**Routing congestion map**

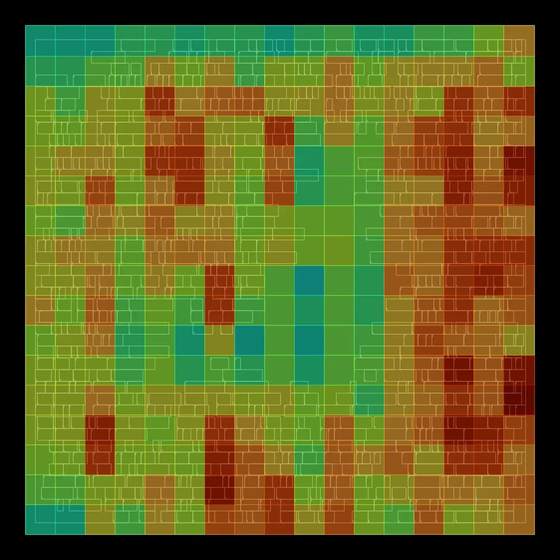
**Cell area per tile**

The die is cut into 12 by 12 equal tiles; white is low, dark blue is high, 0 to 100% covered.
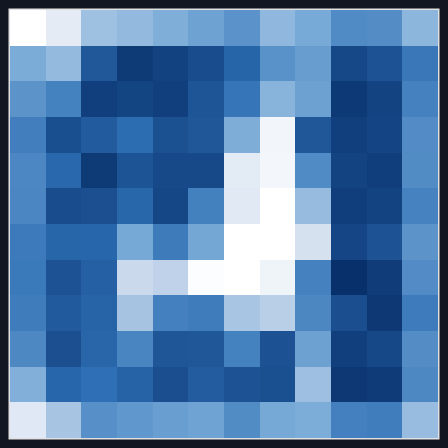
**Signal wires on met2**

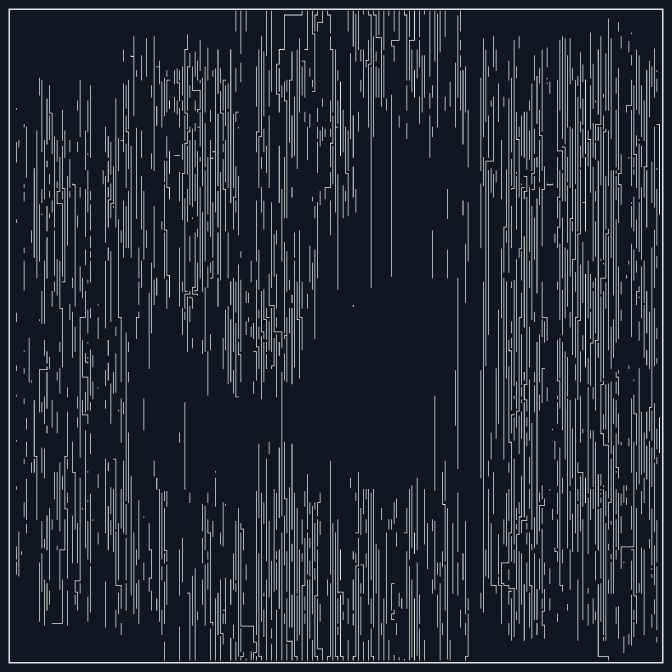
**Selected gate families**

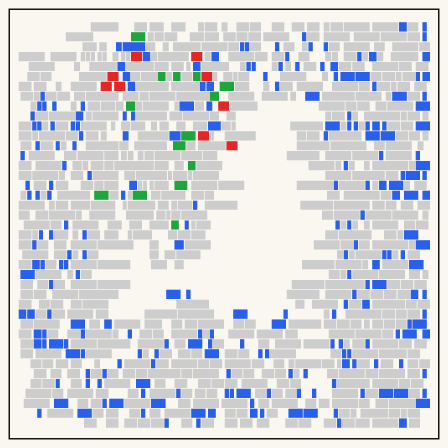
==> config.mk <==
export PLATFORM = sky130hd
export DESIGN_NAME = alu_driver
export DESIGN_NICKNAME = d
export VERILOG_FILES = /design/src/rtl/alu_driver.sv
export SDC_FILE = /design/constraint.sdc
export NUM_CORES = 1
export LEC_CHECK = 0
export ABC_CLOCK_PERIOD_IN_PS = 1500
export CORE_MARGIN = 2
export CORE_UTILIZATION = 36
export CTS_CLUSTER_DIAMETER = 120
export DETAILED_ROUTE_END_ITERATION = 10
export GPL_ROUTABILITY_DRIVEN = 1
export PLACE_DENSITY = 0.84
export SYNTH_ARGS = -nofsm -noshare
export SYNTH_HDL_FRONTEND = slang
export SYNTH_SLANG_ARGS = --single-unit
==> constraint.sdc <==
create_clock -name clk -period 1.5 [get_ports clk]
set_input_delay 0.45 -clock clk [delete_from_list [all_inputs] [get_ports clk]]
set_output_delay 0.45 -clock clk [all_outputs]
set_load 0.01 [all_outputs]
==> run summary <==
impl run done, here's what came out: status=complete, but fails checks, failing checks=setup timing, P&R area growth vs syn=97.5%, share of the synthesized area in the top cell type=about 54%, WL met2=9420 um, Post-Synth Adder-Cell Area=less than 1%, class of the most critical setup path=flop to flop, Final #Nets=between 900 and 1,000, internal power=roughly 7.8 mW, # Post-CTS Setup Buffers=7, Hold Path Depth=2, number of synthesized register bits=between 100 and 150, Clock power frac=about two fifths, MI comb area=0.00260 mm^2, Design Area, Final=slightly above 0.009 mm^2, flop count=~130, routability congestion estimate=0.780, CP arrival=2000 ps, met3 GRT Util=7.61%, DIE WIDTH=about 120 um, Netlist cell types=35, H-tree lvl count=4, Detail Route Antenna Nets=0, Peak supply drop=roughly 620 uV, CP Cell Sequence=inv_2, ha_2, nor3b_4, and3b_2, buf_6, buf_12, buf_16, nand2_2, a21oi_1, top cells by area=dfxtp_1 (54%), nand2_1 (17%), a21oi_1 (12%), buf_2 (1.8%), nor2_1 (1.6%), Post-Syn Nets=between 600 and 700, clock buf count=20, Seq/Total Area, Yosys=roughly 54%, Psw=between 2 and 3 mW, Logic Gate Count=407, antenna violations before repair=0, TritonCTS clock tree=done, post_cts resized=~230, Final HPWL DP=roughly 9700 um, skew final=~6.8 ps, hold_ws=about 450 ps, number of DRC markers in iteration 0=328, drt wl/cell=about 18 um, YS chip area=0.00464 mm^2, Comb. pwr=approximately 2.9 mW, inverters=3, ANT cells=0, routed wl met3=about 1500 um, Max Slew Vio Count=0, worst path bufs/invs=4, Post-synth EDFFs=0, worst slew pin tran=~590 ps, switch share=27.7%, Async SR Flop Fraction=0%, stage-log warning count=30, post-layout period usage=112%, Worst Reg-to-Reg Cells=9, CP Launch Type=flop, placed insts=roughly 970, Clk. pwr=just over 4 mW, CTS root buf=clkbuf_16, Buffers on Ports=approximately 230, crit-path max FO=5, register area=0.00256 mm^2, vias in the first global route=just over 5,000, Seq/total area=27.9%, mux frac, synth=between 1.5 and 2%, slew margin rel.=roughly three fifths, Hold Violations, Final=0, Avg Cell Area, Syn=8.05 um^2, delay-heaviest family, CP=simple AND/OR/NAND/NOR gates, pwr dens=~1200 mW/mm^2, Clock Sinks=approximately 130, top cells by count=nand2_1 (214), dfxtp_1 (126), a21oi_1 (109), Post-route DRC=0, M1 WL=slightly above 7000 um, most numerous cell in the Yosys netlist=nand2_1, Vias per Instance=around 5.1, top layer in use=met4, FP Rows=slightly above 40, Signal buffers=297, CTS Buf Count=17, chip height=118 um, Combinational Power Share=between 20% and 30%, Mapped Cells=576, Layout non-clock buf frac=34.7%, Final Critical Period=approximately 1700 ps, sequential power=roughly 3.8 mW, HP Class=flop to flop, layout cell share with drive strength beyond 1=between 30% and 40%, element type at the critical path end=flop, Mapped Area=0.00464 mm^2, final setup fails=46, max-cap check violation count=0, Largest Pwr Group=clock, # Cells Yosys=576, yosys warns=0, R2R setup slack=-180 ps, grt ovf=0, placed cell area=roughly 0.0073 mm^2, Setup WS pre-CTS=-482 ps, P_leak=3.84 nW, clk_lat worst skew=410 ps, CP Depth=9, Crit path required time=roughly 1800 ps, XOR/XNOR share of the synthesized area=under 10%, crit path max-delay cell type=dfxtp_2, Tot Pwr=roughly 11 mW, num ports=229, Setup WS post-layout=-181 ps, tapcells inserted=172, clock-pin slew on the worst setup and hold paths=~50 ps, Filler cells=~850, simple-gate share of the synthesized area=24.8%, fmax=roughly 0.6 GHz, most numerous logic cell after layout=nand2_1, Commonest flop=dfxtp_1, pin count of the biggest net entering global routing=between 50 and 60, post-synth top area cell=dfxtp_1, clock network area share=between 6 and 7%, Max Root-Sink Buffers=2, Top non-seq family=simple AND/OR/NAND/NOR gates, CP peak stage delay=between 300 and 400 ps, Top Layout Cells=nand2_1 (147), dfxtp_1 (106), clkdlybuf4s50_1 (104), die footprint=0.0138 mm^2, yosys aoi share=roughly an eighth, Biggest Area Class=non-clock buffers, Flop pwr share=a little over a third, RSZ-0062 raised after global routing=true, Sum Neg Setup Slack=-4490 ps, first drt pass iteration count=4, hold_buf cts=0, first-pass GRT wire length=between 20,000 and 30,000 um
Back to the opening pictures, 'routing congestion map':
met1 Use GR: 26.4%
aggregate global-route resource usage: 22.9%
GRT busiest layer: met2

Back to the opening pictures, 'cell area per tile':
mean over tiles = 65%
emptiest ninth of the die = middle
tiles over 75% full = 42%
nearly empty tiles = 4.2%
fullest tile = 100%
FP Core Util: 36.8%
Core Box Area: 0.0126 mm^2
Final Util: 72.6%

Back to the opening pictures, 'signal wires on met2':
main direction = vertical
longest straight run = 59.5 um
nets with wire on the layer = 875
Via Count: 5,257
Total Routed Length: 18,500 um
routing usage on met2: 39.3%

Back to the opening pictures, 'selected gate families':
blue -> nand cells  # cells 228, where spread over the die
green -> and/or cells  # cells 14, where top middle
red -> xor and xnor cells  # cells 9, where top middle
post-route insts no fill: 1,037
multi-input combinational area share: 28.4%

Power and IR drop assume default switching activity.
